==> src/rtl/time_of_day_counter_pkg.sv <==
// Shared time-of-day constants, field widths and H/M/S helpers.
// The date counter imports this package for the same constants.
package time_of_day_counter_pkg;

    localparam int HOURS_PER_DAY = 24;
    localparam int MIN_PER_HOUR  = 60;
    localparam int SEC_PER_MIN   = 60;
    localparam int PRESET_HOUR   = 12;
    localparam int PRESET_MIN    = 0;
    localparam int PRESET_SEC    = 0;

    localparam int HOUR_W = 5;
    localparam int MIN_W  = 6;
    localparam int SEC_W  = 6;

    localparam logic [HOUR_W-1:0] LAST_HOUR = HOUR_W'(HOURS_PER_DAY - 1);
    localparam logic [MIN_W-1:0]  LAST_MIN  = MIN_W'(MIN_PER_HOUR - 1);
    localparam logic [SEC_W-1:0]  LAST_SEC  = SEC_W'(SEC_PER_MIN - 1);

    typedef struct packed {
        logic [HOUR_W-1:0] hour;
        logic [MIN_W-1:0]  minute;
        logic [SEC_W-1:0]  second;
    } tod_t;

    localparam tod_t PRESET_TOD = '{
        hour:   HOUR_W'(PRESET_HOUR),
        minute: MIN_W'(PRESET_MIN),
        second: SEC_W'(PRESET_SEC)
    };

    function automatic logic hms_in_range(input logic [HOUR_W-1:0] h,
                                          input logic [MIN_W-1:0]  m,
                                          input logic [SEC_W-1:0]  s);
        return (h <= LAST_HOUR) && (m <= LAST_MIN) && (s <= LAST_SEC);
    endfunction

    // 23:59:59 is the only value whose successor is midnight
    function automatic logic tod_is_last(input tod_t t);
        return (t.hour == LAST_HOUR) && (t.minute == LAST_MIN) && (t.second == LAST_SEC);
    endfunction

    function automatic tod_t tod_advance(input tod_t t);
        tod_t n;
        n = t;
        if (t.second == LAST_SEC) begin
            n.second = '0;
            if (t.minute == LAST_MIN) begin
                n.minute = '0;
                n.hour   = (t.hour == LAST_HOUR) ? '0 : t.hour + 1'b1;
            end else begin
                n.minute = t.minute + 1'b1;
            end
        end else begin
            n.second = t.second + 1'b1;
        end
        return n;
    endfunction

endpackage

==> src/rtl/time_of_day_counter_tick_prescaler.sv <==
// Divides clk down to one tick per CLK_HZ enabled cycles.
// tick is combinational on the wrap; the caller decides whether it counts.
module tick_prescaler
    import time_of_day_counter_pkg::*;
#(
    parameter int CLK_HZ = 50_000_000
) (
    input  logic clk,
    input  logic rst,
    input  logic en,
    input  logic clr,
    output logic tick
);

    localparam int              PCNT_W    = $clog2(CLK_HZ);
    localparam logic [PCNT_W-1:0] PCNT_LAST = PCNT_W'(CLK_HZ - 1);

    logic [PCNT_W-1:0] pcnt;

    assign tick = en && (pcnt == PCNT_LAST);

    always_ff @(posedge clk or posedge rst) begin
        if (rst) begin
            pcnt <= '0;
        end else if (clr) begin
            pcnt <= '0;
        end else if (en) begin
            pcnt <= (pcnt == PCNT_LAST) ? '0 : pcnt + 1'b1;
        end
    end

endmodule

==> src/rtl/time_of_day_counter.sv <==
// Binary H/M/S time-of-day counter with valid/ready set port, preset level
// and a registered one-cycle day_increment pulse at midnight.
module time_of_day_counter
    import time_of_day_counter_pkg::*;
#(
    parameter int CLK_HZ = 50_000_000
) (
    input  logic              clk,
    input  logic              rst,
    input  logic              run,
    input  logic              preset,
    input  logic              set_valid,
    output logic              set_ready,
    input  logic [HOUR_W-1:0] set_hour,
    input  logic [MIN_W-1:0]  set_min,
    input  logic [SEC_W-1:0]  set_sec,
    output logic              set_err,
    output logic [HOUR_W-1:0] hour,
    output logic [MIN_W-1:0]  minute,
    output logic [SEC_W-1:0]  second,
    output logic              sec_tick,
    output logic              day_increment
);

    tod_t tod;
    logic tick;
    logic accept;
    logic set_ok;
    logic load;
    logic clr;

    assign set_ready = !preset && !rst;
    assign accept    = set_valid && set_ready;
    assign set_ok    = hms_in_range(set_hour, set_min, set_sec);
    assign load      = accept && set_ok;
    // A valid load restarts the second so the next tick is a full period away
    assign clr       = preset || load;

    tick_prescaler #(
        .CLK_HZ (CLK_HZ)
    ) u_tick_prescaler (
        .clk  (clk),
        .rst  (rst),
        .en   (run),
        .clr  (clr),
        .tick (tick)
    );

    always_ff @(posedge clk or posedge rst) begin
        if (rst) begin
            tod           <= '0;
            sec_tick      <= 1'b0;
            day_increment <= 1'b0;
            set_err       <= 1'b0;
        end else if (preset) begin
            tod           <= PRESET_TOD;
            sec_tick      <= 1'b0;
            day_increment <= 1'b0;
            set_err       <= 1'b0;
        end else begin
            set_err <= accept && !set_ok;
            if (load) begin
                tod           <= '{hour: set_hour, minute: set_min, second: set_sec};
                sec_tick      <= 1'b0;
                day_increment <= 1'b0;
            end else if (tick) begin
                tod           <= tod_advance(tod);
                sec_tick      <= 1'b1;
                day_increment <= tod_is_last(tod);
            end else begin
                sec_tick      <= 1'b0;
                day_increment <= 1'b0;
            end
        end
    end

    assign hour   = tod.hour;
    assign minute = tod.minute;
    assign second = tod.second;

endmodule

==> config.mk <==
export PLATFORM = sky130hd
export DESIGN_NAME = time_of_day_counter
export DESIGN_NICKNAME = d
export VERILOG_FILES = /design/src/rtl/time_of_day_counter_pkg.sv /design/src/rtl/time_of_day_counter_tick_prescaler.sv /design/src/rtl/time_of_day_counter.sv
export SDC_FILE = /design/constraint.sdc
export NUM_CORES = 1
export LEC_CHECK = 0
export ABC_AREA = 1
export CAP_MARGIN = 20
export CORE_MARGIN = 3
export CORE_UTILIZATION = 45
export DETAILED_ROUTE_END_ITERATION = 8
export PLACE_DENSITY = 0.69
export SLEW_MARGIN = 20
export SYNTH_ARGS = -nofsm -noshare
export SYNTH_HDL_FRONTEND = slang
export SYNTH_HIERARCHICAL = 1
export SYNTH_SLANG_ARGS = --single-unit
==> constraint.sdc <==
create_clock -name clk -period 3.14 [get_ports clk]
set_clock_uncertainty 0.05 [all_clocks]
set_input_delay 0.314 -clock clk [delete_from_list [all_inputs] [get_ports clk]]
set_output_delay 0.314 -clock clk [all_outputs]
set_load 0.01 [all_outputs]
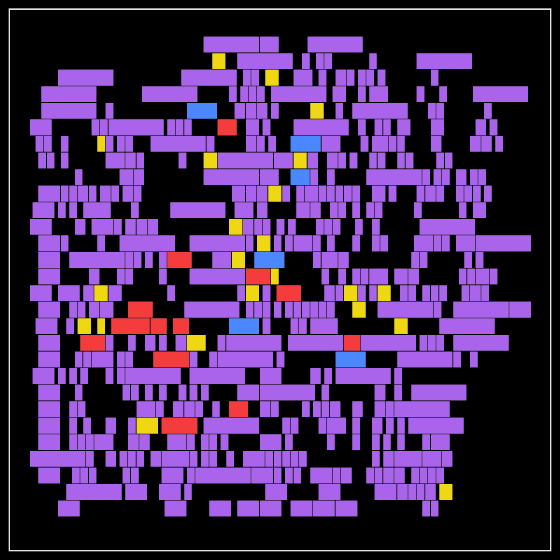
(images/drive_strength.png)
legend:
  red:
    size: drive 3 to 4
    cells: 13
    share: 2.6%
  yellow:
    size: drive 2
    cells: 22
    share: 4.4%
  blue:
    size: drive 6 and up
    cells: 6
    share: 1.2%
  purple:
    size: drive 1 or less
    cells: 454
    share: 92%

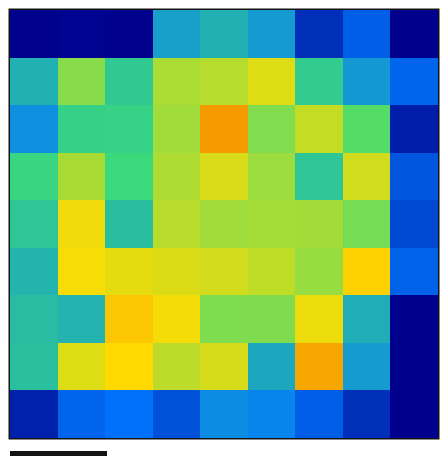
(images/density.png)
The bar under the picture is 20 um long. The die is cut into 9 by 9 equal tiles; dark blue is low, red is high, 0 to 100% covered.
mean over tiles: 45%
tiles over 75% full: 6.2%
nearly empty tiles: 8.6%

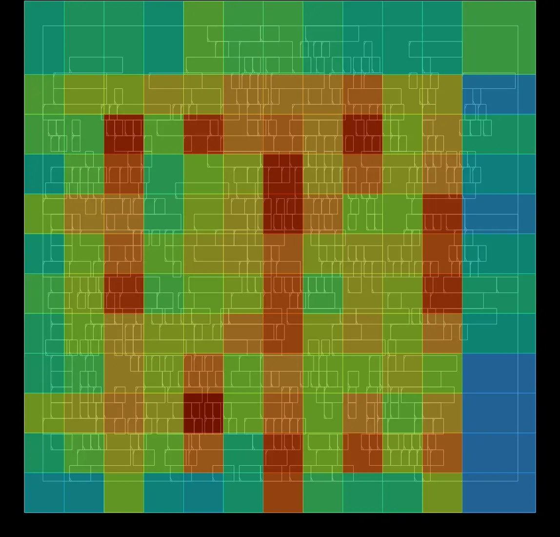
(images/final_congestion.png)
met2 layer usage reported by global route: 34.1%
Util after Layout: 56.1%

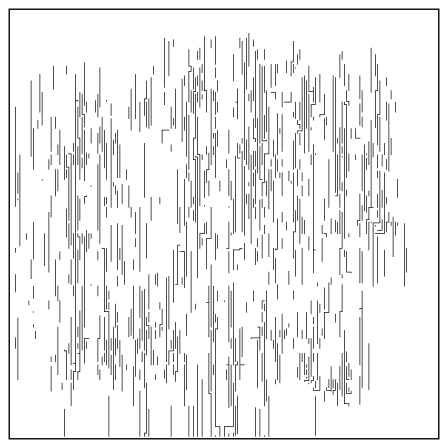
(images/met2.png)
nets with wire on the layer: 405
wire length on this layer: 3,470 um
longest straight run: 61.5 um
share of all routed wire: 45%

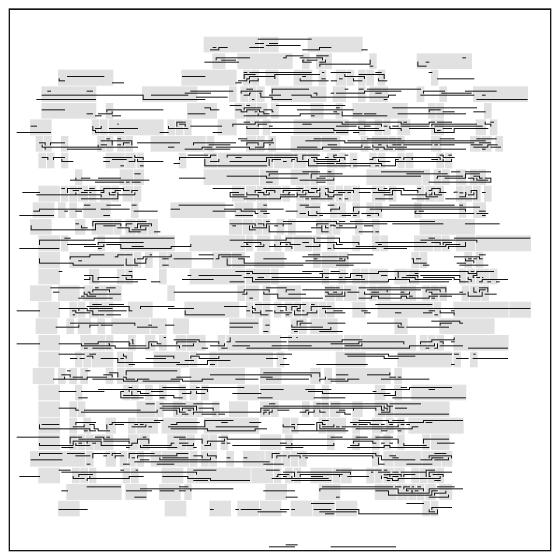
(images/met1.png)
longest straight run: 34.0 um
wire length on this layer: 3,890 um

==> CHANGELOG.md <==
### Implementation results

- Unrepaired setup endpoints after global routing: false
- Power density of the placed cells: 323 nW/um2
- Clock Sinks: 46
- I/O pins: 43
- OpenROAD warnings: 26
- Critical path data required time: 3.33 ns
- Postcts setup bufs: 0
- TritonRoute pass-1 iters: 6
- WL final: 7.76 mm
- Number of nets in the layout: 520
- Count of endpoints failing hold in the final timing report: 0
- Largest net degree at the start of global routing: 27
- Overall die height: 88.6 um
- Total routing resource utilization after global routing: 21.5%
- Clock Latency Late Sink: 0.30 ns
- Total cell area at the placement stage: 3550 um2
- Standard-cell rows: 29
- Crit path cell chain: clkdlybuf4s50_1, nor2_4, nand2_2, inv_2, nand3_4, nand2_4, nor2_1, inv_2, nand2_1, nor2_1, nand2_1, o21bai_1, nand2_1, nor2_1
- DRC violation count after routing: 0
- Filler Cell Count: 648
- Layout cell share with drive strength beyond 1: 8.28%
- Number of buffers on the longest clock path: 2
- Actual transition at the worst max-transition pin: 0.811 ns
- Mapped Area: 3070 um2
- Number of buffer cells added on primary ports: 42
- Status: finished, final reports clean
- Average instance area after synthesis: 6.86 um2
- Residual overflow from global routing: 0
- Sequential cell area fraction in the yosys report: 37.5%
- Number of antenna violations at the first check in global routing: 0
- Sequential standard cell area: 1150 um2
- Cell Count, Final, Fillers Out: 572
- Highest net fanout along the worst path: 17
- Vias after detailed routing: 2,942
- First-pass GRT wire length: 13.3 mm
- Via count of the first global-routing pass: 2,852
- Syn nets: 474
- Final Max Tran Viols: 0
- Logic area: 1680 um2
- Total of hold buffers inserted after clock tree synthesis: 0
- Floorplan-stage core utilization: 47.3%
- Most instantiated flip-flop cell in the synthesis netlist: sky130_fd_sc_hd__dfrtp_1
- Number of diodes added for antenna fixing: 0
- Root cell of the clock tree: sky130_fd_sc_hd__clkbuf_8
- Post-synth tally of flip-flops with integrated enable: 0
- Switching Share: 28.6%
- Peak per-stage delay on the critical path: 0.58 ns
## tightest hold or removal path: cells and delay by family
kind                   cells  cell delay (ns)
buffers and inverters      3             0.88
## routing by layer
metal,wire [um],GRT usage (%),vias up
li1,-,-,1491
met1,3890,30.5,1372
met2,3470,34.1,71
met3,311,3.17,8
met4,91,6.32,0
met5,0,0,-
## cell type report
cell class / count / area share, %
Timing Repair Buffer: 44 / 11.9
Clock buffer: 5 / 1.89
Clock inverter: 3 / 0.686
Multi-Input combinational cell: 348 / 46.1
Inverter: 49 / 5.18
Sequential cell: 46 / 31.6
Tap cell: 77 / 2.64
## worst paths after layout
| check | from | endpoint | slack [ns] | depth (start not counted) |
|---|---|---|---|---|
| worst max register to register | u_tick_prescaler/pcnt[3]$_DFFE_PP0P_ | second[5]$_DFFE_PP0P_ | 1.09 | 10 |
| min in group clk | u_tick_prescaler/pcnt[1]$_DFFE_PP0P_ | u_tick_prescaler/pcnt[1]$_DFFE_PP0P_ | 0.48 | 2 |
| worst max-delay path | preset | u_tick_prescaler/pcnt[21]$_DFFE_PP0P_ | 0.65 | 14 |
| worst min register to register | u_tick_prescaler/pcnt[1]$_DFFE_PP0P_ | u_tick_prescaler/pcnt[1]$_DFFE_PP0P_ | 0.48 | 2 |
| max in group asynchronous | rst | second[4]$_DFFE_PP0P_ | 1.99 | 2 |
| worst min-delay path | rst | u_tick_prescaler/pcnt[7]$_DFFE_PP0P_ | 0.44 | 3 |
## power groups by stage
stage | clock (uW) | sequential, uW | combinational (uW)
after floorplan | 0 | 635 | 96.2
after global placement | 0 | 635 | 169
after detailed placement | 0 | 635 | 172
after CTS | 392 | 624 | 173
after global routing | 414 | 626 | 193
final | 381 | 624 | 171
## cells in the final DEF, fill, tap and decap left out, types with 3 or more instances in the layout
| cell type | count |
|---|---|
| sky130_fd_sc_hd__clkdlybuf4s50_1 | 42 |
| sky130_fd_sc_hd__o21ai_0 | 6 |
| sky130_fd_sc_hd__nand2_2 | 4 |
| sky130_fd_sc_hd__a21oi_1 | 6 |
| sky130_fd_sc_hd__xor2_1 | 15 |
| sky130_fd_sc_hd__nor3_1 | 4 |
| sky130_fd_sc_hd__nor2_4 | 3 |
| sky130_fd_sc_hd__dfrtp_1 | 46 |
| sky130_fd_sc_hd__nand4_1 | 12 |
| sky130_fd_sc_hd__inv_2 | 3 |
| sky130_fd_sc_hd__ha_1 | 4 |
| sky130_fd_sc_hd__inv_1 | 44 |
| sky130_fd_sc_hd__nand2_1 | 154 |
| sky130_fd_sc_hd__clkbuf_8 | 5 |
| sky130_fd_sc_hd__nand3_1 | 41 |
| sky130_fd_sc_hd__xnor2_1 | 3 |
| sky130_fd_sc_hd__nor2_1 | 71 |
| sky130_fd_sc_hd__nor2_2 | 12 |
## state kept, by name, indices dropped and copies added, names as in the netlist
signal,cells
u_tick_prescaler/pcnt,26
sec_tick,1
set_err,1
minute,6
second,6
hour,5
day_increment,1
## logic make-up after synthesis
group / count (synthesis) / synth area share [%]
AND-OR/OR-AND: 17 / 3.83
AND/OR/NAND/NOR: 309 / 44.1
buffers and inverters: 54 / 7.82
XOR/XNOR: 18 / 5.13
adder cells (fa/ha/maj): 4 / 1.63
flip-flops: 46 / 37.5
No activity file was given, so power comes from the tool's default toggle rates.
